### src/rtl/sync_fifo_param.sv
// Synchronous FIFO: binary pointers with one extra wrap bit, registered
// read data with a one-cycle valid pulse, and sticky overflow/underflow.
module sync_fifo_param #(
    parameter int DATA_WIDTH = 32,
    parameter int ADDR_WIDTH = 3,
    parameter int AF_LEVEL   = (1 << ADDR_WIDTH) - 1,
    parameter int AE_LEVEL   = 1
) (
    input  logic                  clk,
    input  logic                  reset,
    input  logic                  w_en,
    input  logic [DATA_WIDTH-1:0] w_data,
    input  logic                  r_en,
    output logic [DATA_WIDTH-1:0] r_data,
    output logic                  r_valid,
    output logic                  full,
    output logic                  empty,
    output logic                  almost_full,
    output logic                  almost_empty,
    output logic [ADDR_WIDTH:0]   count,
    output logic                  overflow,
    output logic                  underflow
);

    localparam int DEPTH = 1 << ADDR_WIDTH;
    localparam logic [ADDR_WIDTH:0] PTR_ONE = {{ADDR_WIDTH{1'b0}}, 1'b1};

    logic [DATA_WIDTH-1:0] mem [DEPTH];
    logic [ADDR_WIDTH:0]   wptr;
    logic [ADDR_WIDTH:0]   rptr;
    logic                  wr_ok;
    logic                  rd_ok;

    // Status flags and occupancy depend only on the registered pointers.
    always_comb begin
        empty        = (wptr == rptr);
        full         = (wptr[ADDR_WIDTH-1:0] == rptr[ADDR_WIDTH-1:0]) &&
                       (wptr[ADDR_WIDTH] != rptr[ADDR_WIDTH]);
        count        = wptr - rptr;
        almost_full  = (int'(count) >= AF_LEVEL);
        almost_empty = (int'(count) <= AE_LEVEL);
    end

    // Accept logic: a read never sees a same-cycle write, but a write into a
    // full FIFO is allowed when a read frees a slot on the same edge.
    always_comb begin
        rd_ok = r_en && !empty;
        wr_ok = w_en && (!full || rd_ok);
    end

    // Storage array, intentionally not reset.
    always_ff @(posedge clk) begin
        if (wr_ok) begin
            mem[wptr[ADDR_WIDTH-1:0]] <= w_data;
        end
    end

    // Pointers, read data register and sticky error flags.
    always_ff @(posedge clk or posedge reset) begin
        if (reset) begin
            wptr      <= '0;
            rptr      <= '0;
            r_data    <= '0;
            r_valid   <= 1'b0;
            overflow  <= 1'b0;
            underflow <= 1'b0;
        end else begin
            r_valid <= rd_ok;
            if (wr_ok) begin
                wptr <= wptr + PTR_ONE;
            end
            if (rd_ok) begin
                r_data <= mem[rptr[ADDR_WIDTH-1:0]];
                rptr   <= rptr + PTR_ONE;
            end
            if (w_en && !wr_ok) begin
                overflow <= 1'b1;
            end
            if (r_en && empty) begin
                underflow <= 1'b1;
            end
        end
    end

endmodule

### config.mk
export PLATFORM = sky130hd
export DESIGN_NAME = sync_fifo_param
export DESIGN_NICKNAME = d
export VERILOG_FILES = /design/src/rtl/sync_fifo_param.sv
export SDC_FILE = /design/constraint.sdc
export NUM_CORES = 1
export LEC_CHECK = 0
export ABC_AREA = 1
export ABC_CLOCK_PERIOD_IN_PS = 4700
export CAP_MARGIN = 20
export CORE_ASPECT_RATIO = 1.75
export CORE_MARGIN = 4
export CORE_UTILIZATION = 55
export DETAILED_ROUTE_END_ITERATION = 7
export PLACE_DENSITY = 0.75
export SLEW_MARGIN = 20
export SYNTH_ARGS = -nofsm -noshare
export SYNTH_HDL_FRONTEND = slang
export SYNTH_SLANG_ARGS = --single-unit
### constraint.sdc
create_clock -name clk -period 4.7 [get_ports clk]
set_input_delay 0.94 -clock clk [delete_from_list [all_inputs] [get_ports clk]]
set_output_delay 0.94 -clock clk [all_outputs]
set_load 0.01 [all_outputs]
==> out/metrics.csv <==
stage,metric,value,unit
timing,Setup TNS,0,ns
clocking,CTS Root Cell,clkbuf_16,
detailed_routing,initial drt markers,813,
logic_synthesis,ys flops,299,
timing,"Setup violations, final",0,
logic_synthesis,"Chip Area, Yosys",12500,sq um
power,internal power,5.86,mW
clocking,number of post-CTS setup repair buffers,0,
logic_synthesis,list of most frequent post-synthesis cells,"374 x nand2_1, 256 x edfxtp_1, 169 x nand3_1",
cells_and_area,Storage cell area,8770,sq um
logic_synthesis,synthesized cell area,12500,sq um
cells_and_area,Layout Utilization,0.649,
timing,fin crit share,0.796,
logic_synthesis,syn nets,1188,
logic_synthesis,biggest area cells,"edfxtp_1 62%, nand2_1 11%, dfrtp_1 8.6%",
timing,final setup margin,0.959,ns
power,Peak VDD IR,411,uV
detailed_routing,DRC,0,
timing,Tightest Pin Transition,1.10,ns
floorplanning,Initial Utilization,0.562,
placement,pre-CTS WS,1.34,ns
global_route,global routing's busiest layer,met2,
setup_path,Crit Path Class,reg2out,
global_route,met3 usage,0.0210,
clocking,cts hold-fix bufs,0,
global_route,first-pass GRT wire length,41900,um
logic_synthesis,Unique cell types,31,
cells_and_area,most common logic cell in the routed design,nand2_1,
power,sequential share of power,0.398,
cells_and_area,logic area,2900,sq um
detailed_routing,antenna-violating nets left,0,
power,Gate power share,0.355,
global_route,"Remaining Overflow, GRT",0,
global_route,vias in the first global route,8237,
timing,skew final,0.0156,ns
detailed_routing,Met3 Wirelength,1330,um
setup_path,CP Cell Sequence,inv_1 > ha_1 > fa_1 > inv_1 > or2_2 > nor2_1 > clkdlybuf4s50_1,
clocking,Clock Latency Late Sink,0.53,ns
setup_path,nature of the critical path startpoint,flip-flop,
setup_path,Worst Path Arrival,2.80,ns
setup_path,most frequent CP cell,inv_1,
power,Sw Pwr,3.14,mW
power,Clk pwr share,0.247,
logic_synthesis,"FFs w/ async S/R, synth",0.144,
timing,final hold violation count,0,
setup_path,CP Buf/Inv Count,3,
power,power density cells,623,nW/um^2
power,Lkg Pwr,5.99,nW
floorplanning,io pins,79,
logic_synthesis,main flop type,edfxtp_1,
clocking,CTS tree,done,
logic_synthesis,Syn Inst Count,1146,
global_route,M2 GR Usage,0.390,
floorplanning,Row Count,72,
clocking,H-tree depth,1,
detailed_routing,Highest Signal Layer,met4,
placement,PortBufs,78,
job,max_cap viols,0,
logic_synthesis,syn_area_per_cell,10.9,sq um
logic_synthesis,"count leader, synth",nand2_1,
outcome,outcome,completed,
detailed_routing,Detailed Routing Iterations Pass 1,5,
cells_and_area,nets,1254,
detailed_routing,per-cell routed wire length,17.2,um
logic_synthesis,number of enable flip-flop cells,256,
clocking,Max Root-Sink Buffers,3,
logic_synthesis,cell total in the yosys stat output,1146,
placement,GP Congestion,0.787,
timing,count of final max-slew check failures,0,
clocking,Clock Sinks,299,
setup_path,max incr delay on CP,0.54,ns
placement,Final HPWL DP,15300,um
cells_and_area,Filler cells,1630,
setup_path,CP required,3.76,ns
global_route,initial antenna violation count,1,
power,sw frac,0.349,
logic_synthesis,Synth Seq Share,0.701,
setup_path,"Max stage delay cell, worst path",clkdlybuf4s50_1,
timing,RSZ-0062 raised after global routing,false,
setup_path,CP endpoint kind,primary output,
job,tool warnings,26,
detailed_routing,total length of routed met2 wires,14500,um
cells_and_area,top logic cells by instance count in the layout,"374 x nand2_1, 256 x edfxtp_1, 169 x nand3_1",
global_route,met1 GRT Util,0.253,
logic_synthesis,top area contributor share,0.615,
clocking,clock slew at reported path FFs,0.06,ns
setup_path,CP Max Fanout,7,
logic_synthesis,"Warnings, synthesis",0,
cells_and_area,share of cells above drive strength 1,0.0690,
cells_and_area,area grow syn2layout,15.5,%
timing,Worst slew margin,0.263,
timing,f_max,0.267,GHz
detailed_routing,Via Count,8040,
timing,fin crit period,3.74,ns
clocking,TritonCTS Buffers,26,
global_route,Tot GR Track Use,0.212,
hold_path,worst hold path class,reg2reg,
setup_path,cell family with the largest share of critical-path delay,buffers and inverters,
==> per-stage QoR <==
step                power [mW]  std cells  hold slack, ns  area [sq um]
floorplan                 5.71       1146           0.463         12500
global placement          6.76       1479           0.461         13500
detailed placement        6.84       1479           0.464         13500
CTS                       9.07       1527           0.480         14400
global route              9.55       1529           0.503         14400
finish                    9.00       1529           0.473         14400
==> sequential cells by signal, indices dropped and copies added, names as in the netlist <==
| signal | count |
|---|---|
| mem | 256 |
| wptr | 4 |
| rptr | 4 |
| r_valid | 1 |
| r_data | 32 |
| underflow | 1 |
| overflow | 1 |
==> area by class of cell <==
type	count	area share
antenna	1	0.000173
clock buffer	34	0.0500
clock inverter	14	0.0127
inverter	152	0.0396
multi-input combinational	639	0.201
sequential	299	0.607
tap	296	0.0257
timing repair buffer	94	0.0638
==> final timing paths <==
path / from / end / slack [ns] / depth (start not counted)
max: wptr[0] / almost_empty / 0.96 / 7
max reg2reg: rptr[1] / mem[2][26] / 1.74 / 8
min reg2reg: overflow / overflow / 0.47 / 1
min: overflow / overflow / 0.47 / 1
min in group asynchronous: reset / r_data[5] / 0.77 / 2
max in group asynchronous: reset / rptr[1] / 3.12 / 3
==> cell families (layout without fill, tap and decap cells) <==
logic type | count (synthesis) | in the layout | share of synthesized area
simple gates | 597 | 597 | 0.200
compound gates | 30 | 30 | 0.0156
xor+xnor | 6 | 6 | 0.00481
other cells | 0 | 1 | 0
buf+inv | 208 | 294 | 0.0720
flops | 299 | 299 | 0.701
fa+ha+maj | 6 | 6 | 0.00661
==> power groups by stage <==
stage	sequential (mW)	combinational (mW)	clock [mW]
2_1_floorplan	3.65	2.06	0
3_3_place_gp	3.62	3.14	0
3_5_place_dp	3.63	3.20	0
4_1_cts	3.58	3.23	2.25
5_1_grt	3.62	3.55	2.37
6_report	3.58	3.19	2.23
**Power grid**

Scale bar: 20 um. Pins as bars on the die edge. Tap cells in grey.
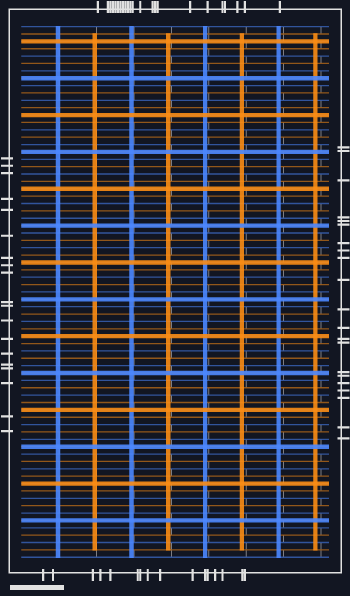
colour	net
orange	VDD
blue	VSS
met5 straps	14
rows	72
met4 straps	8
signal pins	79
Core Area: 22300 sq um
die width: 122 um

**Placement by cell class**

Scale bar: 20 um.
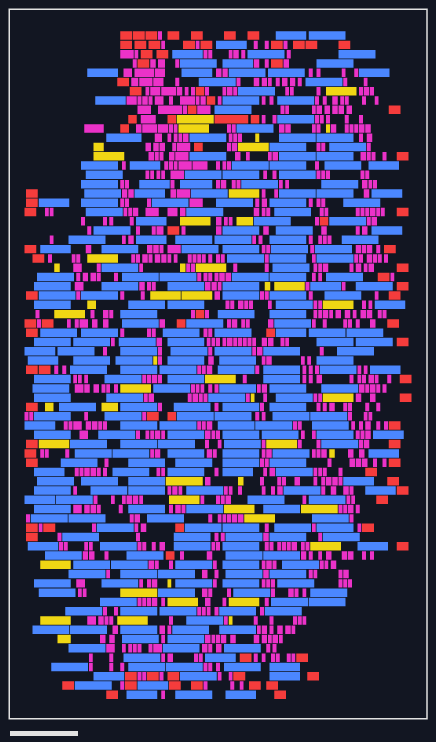
colour	class	cells	share of their area
magenta	all other logic	791	25%
blue	flops	299	62%
red	other buffers and delay cells	94	6.5%
yellow	clock drivers and dummy loads	48	6.4%

**Routed clock nets over the placement**

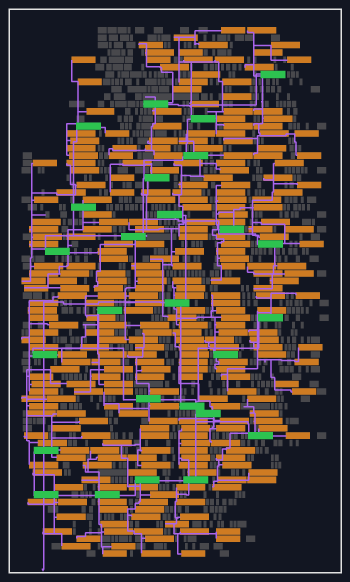
[green] cells driving clock nets | count: 26
[orange] flip-flops | count: 299
[purple] clock wires | length: 2920 um
flops lie	all over the die
routed clock nets	27

Power is estimated from default activity; no workload was simulated.
